### config.mk
export PLATFORM = sky130hd
export DESIGN_NAME = vga_scroll_pattern_gen
export DESIGN_NICKNAME = d
export VERILOG_FILES = /design/src/rtl/vga_pkg.sv /design/src/rtl/vga_timing.sv /design/src/rtl/vga_scroll_pattern_gen.sv
export SDC_FILE = /design/constraint.sdc
export NUM_CORES = 1
export LEC_CHECK = 0
export ABC_CLOCK_PERIOD_IN_PS = 3500
export CORE_MARGIN = 2
export CORE_UTILIZATION = 43
export CTS_CLUSTER_SIZE = 25
export DETAILED_ROUTE_END_ITERATION = 8
export GPL_TIMING_DRIVEN = 0
export REMOVE_ABC_BUFFERS = 1
export SLEW_MARGIN = 20
export SYNTH_ARGS = -nofsm -noshare
export SYNTH_HDL_FRONTEND = slang
export SYNTH_SLANG_ARGS = --single-unit
### constraint.sdc
create_clock -name clk -period 3.5 [get_ports clk]
set_input_delay 0.525 -clock clk [delete_from_list [all_inputs] [get_ports clk]]
set_output_delay 0.525 -clock clk [all_outputs]
set_load 0.05 [all_outputs]
### src/rtl/vga_pkg.sv
// vga_pkg: default VGA timing, pattern mode encoding and the
// per-frame control bundle shared by the pattern generator files.
package vga_pkg;

    localparam int DEF_H_ACTIVE = 640;
    localparam int DEF_H_FP     = 16;
    localparam int DEF_H_SYNC   = 96;
    localparam int DEF_H_BP     = 48;

    localparam int DEF_V_ACTIVE = 480;
    localparam int DEF_V_FP     = 10;
    localparam int DEF_V_SYNC   = 2;
    localparam int DEF_V_BP     = 33;

    localparam int OFF_W  = 10;
    localparam int FCNT_W = 8;

    typedef enum logic [1:0] {
        MODE_STRIPES  = 2'd0,
        MODE_CHECKER  = 2'd1,
        MODE_GRADIENT = 2'd2,
        MODE_PULSE    = 2'd3
    } mode_e;

    typedef struct packed {
        mode_e      mode;
        logic [1:0] dir;
        logic [2:0] speed;
        logic       pause;
    } ctrl_t;

    function automatic int span(
        input int a,
        input int b,
        input int c,
        input int d
    );
        return a + b + c + d;
    endfunction

endpackage

### src/rtl/vga_timing.sv
// vga_timing: free-running pixel/line counters plus sync, active
// and frame-boundary decode.
// Ports: clk, rst_n in; hpos, vpos counters; hs_act/vs_act sync
// windows (polarity-free); active visible area; boundary = last
// pixel of frame; origin = pixel (0,0).
module vga_timing
    import vga_pkg::*;
#(
    parameter int H_ACTIVE = DEF_H_ACTIVE,
    parameter int H_FP     = DEF_H_FP,
    parameter int H_SYNC   = DEF_H_SYNC,
    parameter int H_BP     = DEF_H_BP,
    parameter int V_ACTIVE = DEF_V_ACTIVE,
    parameter int V_FP     = DEF_V_FP,
    parameter int V_SYNC   = DEF_V_SYNC,
    parameter int V_BP     = DEF_V_BP,
    parameter int HW       = 10,
    parameter int VW       = 10
) (
    input  logic          clk,
    input  logic          rst_n,
    output logic [HW-1:0] hpos,
    output logic [VW-1:0] vpos,
    output logic          hs_act,
    output logic          vs_act,
    output logic          active,
    output logic          boundary,
    output logic          origin
);

    localparam int H_TOTAL = span(H_ACTIVE, H_FP, H_SYNC, H_BP);
    localparam int V_TOTAL = span(V_ACTIVE, V_FP, V_SYNC, V_BP);

    localparam logic [HW-1:0] H_LAST = HW'(H_TOTAL - 1);
    localparam logic [VW-1:0] V_LAST = VW'(V_TOTAL - 1);
    localparam logic [HW-1:0] H_VIS  = HW'(H_ACTIVE);
    localparam logic [VW-1:0] V_VIS  = VW'(V_ACTIVE);
    localparam logic [HW-1:0] HS_BEG = HW'(H_ACTIVE + H_FP);
    localparam logic [HW-1:0] HS_END = HW'(H_ACTIVE + H_FP + H_SYNC - 1);
    localparam logic [VW-1:0] VS_BEG = VW'(V_ACTIVE + V_FP);
    localparam logic [VW-1:0] VS_END = VW'(V_ACTIVE + V_FP + V_SYNC - 1);

    logic h_last;
    logic v_last;

    assign h_last = (hpos == H_LAST);
    assign v_last = (vpos == V_LAST);

    always_ff @(posedge clk or negedge rst_n) begin
        if (!rst_n) begin
            hpos <= '0;
            vpos <= '0;
        end else if (h_last) begin
            hpos <= '0;
            vpos <= v_last ? '0 : vpos + VW'(1);
        end else begin
            hpos <= hpos + HW'(1);
        end
    end

    assign hs_act   = (hpos >= HS_BEG) && (hpos <= HS_END);
    assign vs_act   = (vpos >= VS_BEG) && (vpos <= VS_END);
    assign active   = (hpos < H_VIS) && (vpos < V_VIS);
    assign boundary = h_last && v_last;
    assign origin   = (hpos == '0) && (vpos == '0);

endmodule

### src/rtl/vga_scroll_pattern_gen.sv
// vga_scroll_pattern_gen: VGA timing with a scrolling test pattern
// (stripes, checker, gradient, frame-count pulse).
// Ports: clk, rst_n; mode/dir/speed/pause controls, latched once per
// frame; hsync/vsync at SYNC_POL; red/green/blue; video_active;
// frame_tick on the output cycle of pixel (0,0).
module vga_scroll_pattern_gen
    import vga_pkg::*;
#(
    parameter int   H_ACTIVE   = DEF_H_ACTIVE,
    parameter int   H_FP       = DEF_H_FP,
    parameter int   H_SYNC     = DEF_H_SYNC,
    parameter int   H_BP       = DEF_H_BP,
    parameter int   V_ACTIVE   = DEF_V_ACTIVE,
    parameter int   V_FP       = DEF_V_FP,
    parameter int   V_SYNC     = DEF_V_SYNC,
    parameter int   V_BP       = DEF_V_BP,
    parameter logic SYNC_POL   = 1'b0,
    parameter int   COLOR_BITS = 2
) (
    input  logic                  clk,
    input  logic                  rst_n,
    input  logic [1:0]            mode,
    input  logic [1:0]            dir,
    input  logic [2:0]            speed,
    input  logic                  pause,
    output logic                  hsync,
    output logic                  vsync,
    output logic [COLOR_BITS-1:0] red,
    output logic [COLOR_BITS-1:0] green,
    output logic [COLOR_BITS-1:0] blue,
    output logic                  video_active,
    output logic                  frame_tick
);

    localparam int H_TOTAL = span(H_ACTIVE, H_FP, H_SYNC, H_BP);
    localparam int V_TOTAL = span(V_ACTIVE, V_FP, V_SYNC, V_BP);
    localparam int HW      = $clog2(H_TOTAL);
    localparam int VW      = $clog2(V_TOTAL);

    logic [HW-1:0] hpos;
    logic [VW-1:0] vpos;
    logic          hs_act;
    logic          vs_act;
    logic          active;
    logic          boundary;
    logic          origin;

    vga_timing #(
        .H_ACTIVE (H_ACTIVE),
        .H_FP     (H_FP),
        .H_SYNC   (H_SYNC),
        .H_BP     (H_BP),
        .V_ACTIVE (V_ACTIVE),
        .V_FP     (V_FP),
        .V_SYNC   (V_SYNC),
        .V_BP     (V_BP),
        .HW       (HW),
        .VW       (VW)
    ) u_timing (
        .clk      (clk),
        .rst_n    (rst_n),
        .hpos     (hpos),
        .vpos     (vpos),
        .hs_act   (hs_act),
        .vs_act   (vs_act),
        .active   (active),
        .boundary (boundary),
        .origin   (origin)
    );

    ctrl_t             sh;
    ctrl_t             ctrl_in;
    mode_e             cur_mode;
    logic              restart;
    logic [OFF_W-1:0]  x_off;
    logic [OFF_W-1:0]  y_off;
    logic [FCNT_W-1:0] frame_cnt;
    logic [OFF_W-1:0]  step;

    assign ctrl_in = '{
        mode:  mode_e'(mode),
        dir:   dir,
        speed: speed,
        pause: pause
    };

    assign step = OFF_W'(sh.speed);

    // The frame that starts right after reset has no preceding
    // boundary, so its controls come from the inputs on that first
    // cycle (restart) instead of from the cleared shadow.
    assign cur_mode = restart ? ctrl_in.mode : sh.mode;

    always_ff @(posedge clk or negedge rst_n) begin
        if (!rst_n) begin
            sh        <= '0;
            restart   <= 1'b1;
            x_off     <= '0;
            y_off     <= '0;
            frame_cnt <= '0;
        end else begin
            restart <= 1'b0;
            // Update reads sh before the capture below lands, so it
            // always applies the outgoing frame's controls.
            if (boundary) begin
                frame_cnt <= frame_cnt + FCNT_W'(1);
                if (!sh.pause) begin
                    x_off <= sh.dir[0] ? x_off - step : x_off + step;
                    if (sh.dir[1]) begin
                        y_off <= y_off + step;
                    end
                end
            end
            if (boundary || restart) begin
                sh <= ctrl_in;
            end
        end
    end

    logic [OFF_W-1:0] mx;
    logic [OFF_W-1:0] my;
    logic [OFF_W-1:0] mxy;

    assign mx  = OFF_W'(hpos) + x_off;
    assign my  = OFF_W'(vpos) + y_off;
    assign mxy = mx ^ my;

    logic unused_bits;
    assign unused_bits = ^{mx, my, mxy};

    logic [COLOR_BITS-1:0] pat_r;
    logic [COLOR_BITS-1:0] pat_g;
    logic [COLOR_BITS-1:0] pat_b;

    always_comb begin
        pat_r = '0;
        pat_g = '0;
        pat_b = '0;
        unique case (1'b1)
            (cur_mode == MODE_STRIPES): begin
                pat_r = {COLOR_BITS{mx[5]}};
                pat_g = {COLOR_BITS{mx[5]}};
                pat_b = {COLOR_BITS{mx[5]}};
            end
            (cur_mode == MODE_CHECKER): begin
                pat_r = {COLOR_BITS{mx[5] ^ my[5]}};
                pat_g = {COLOR_BITS{mx[5] ^ my[5]}};
                pat_b = {COLOR_BITS{mx[5] ^ my[5]}};
            end
            (cur_mode == MODE_GRADIENT): begin
                pat_r = mx[9 -: COLOR_BITS];
                pat_g = my[8 -: COLOR_BITS];
                pat_b = mxy[7 -: COLOR_BITS];
            end
            (cur_mode == MODE_PULSE): begin
                pat_r = frame_cnt[7 -: COLOR_BITS];
                pat_g = frame_cnt[7 -: COLOR_BITS];
                pat_b = frame_cnt[7 -: COLOR_BITS];
            end
        endcase
    end

    always_ff @(posedge clk or negedge rst_n) begin
        if (!rst_n) begin
            hsync        <= ~SYNC_POL;
            vsync        <= ~SYNC_POL;
            red          <= '0;
            green        <= '0;
            blue         <= '0;
            video_active <= 1'b0;
            frame_tick   <= 1'b0;
        end else begin
            hsync        <= hs_act ? SYNC_POL : ~SYNC_POL;
            vsync        <= vs_act ? SYNC_POL : ~SYNC_POL;
            red          <= active ? pat_r : '0;
            green        <= active ? pat_g : '0;
            blue         <= active ? pat_b : '0;
            video_active <= active;
            // Origin straight out of reset is a restart, not a new
            // frame, so it does not tick.
            frame_tick   <= origin && !restart;
        end
    end

endmodule

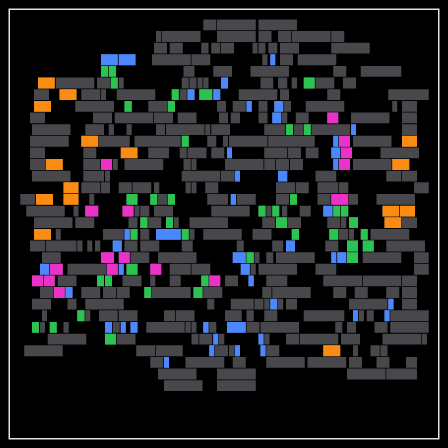
(gate-type map)
[aoi and oai cells] green | cells: 42 | most used: a21oi_1
[mux cells] orange | cells: 16 | most used: mux2_2
[nor cells] blue | cells: 45 | most used: nor2_1
[non-inverting ao/oa cells] magenta | cells: 17 | most used: o21a_1

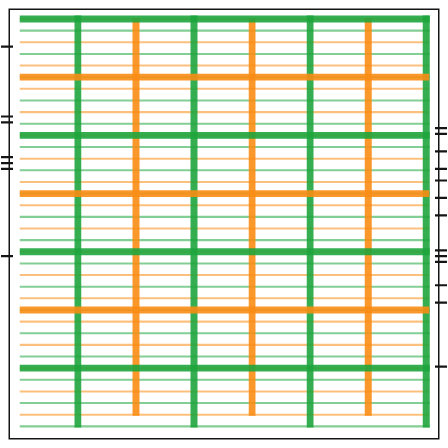
(PDN straps and rails)
Pins as bars on the die edge.
[VSS] green
[VDD] orange
met4 straps: 7
rows: 35

==> summary.txt <==
Here are the numbers from the latest Yosys + OpenROAD run.

The run finished with clean final reports. The logic depth of the worst setup path including buffers came out at 6. According to the cell report, flip-flops and latches in the layout number 66. The pin count of the biggest net entering global routing came out at 44. Per the final layout report, the fraction of cells sized above drive strength 1 comes to 12.4%. The total CTS buffers came out at 9. The number of antenna diodes is 0. After Yosys synthesis, full adders, half adders and majority gates account for 11.7% of the synthesized area. Clock tree synthesis selected as its root buffer the cell sky130_fd_sc_hd__clkbuf_8. The worst reg2reg path endpoint is sh[2]. Per the OpenROAD floorplan log, the height of the die is 100 um. The worst hold margin is 0.0775 ns.

The area share of the leading cell type in the synthesized netlist is 39.8%. The cell class contributing the biggest share of worst-path delay is simple AND/OR/NAND/NOR gates. The total buffers and inverters traversed by the critical path is 0.

The final count of hold timing violations is 0. The total cell area at the placement stage is 0.00424 mm^2. The max-slew violation count is 0. The synthesis report lists the most area-consuming cells as sky130_fd_sc_hd__dfrtp_1 40%, sky130_fd_sc_hd__ha_1 11%, sky130_fd_sc_hd__xnor2_1 6.4%. The share of flip-flops with an asynchronous set or reset after synthesis came out at 100%. The final critical path takes up 87.8% of the cycle. According to the timing report, the arrival time at the worst endpoint equals 3.29 ns. Per report_power, the Sequential row totals 794 uW. The portion of synthesized area spent on multiplexers is 4.42%.

The design internal power came out at 1.28 mW. Per the post-route antenna check, the number of violating nets is 0. The insertion delay to the later sink of the worst-skew pair is 0.34 ns. The post-detailed-placement half-perimeter wirelength is 5720 um.

The share of cell area taken by flip-flops and latches is 37.0%. The met2 track demand over resource in global routing is 27.6%. The via count of the first global-routing pass came out at 2,697. The initial DRC count is 44.

The worst setup slack after placement is 0.400 ns. STA classifies the critical path startpoint as a flip-flop. The maximum operating frequency is 325 MHz. The number of remaining DRC errors is 0. The cell leakage power came out at 2.09 nW.
No activity file was given, so power comes from the tool's default toggle rates.
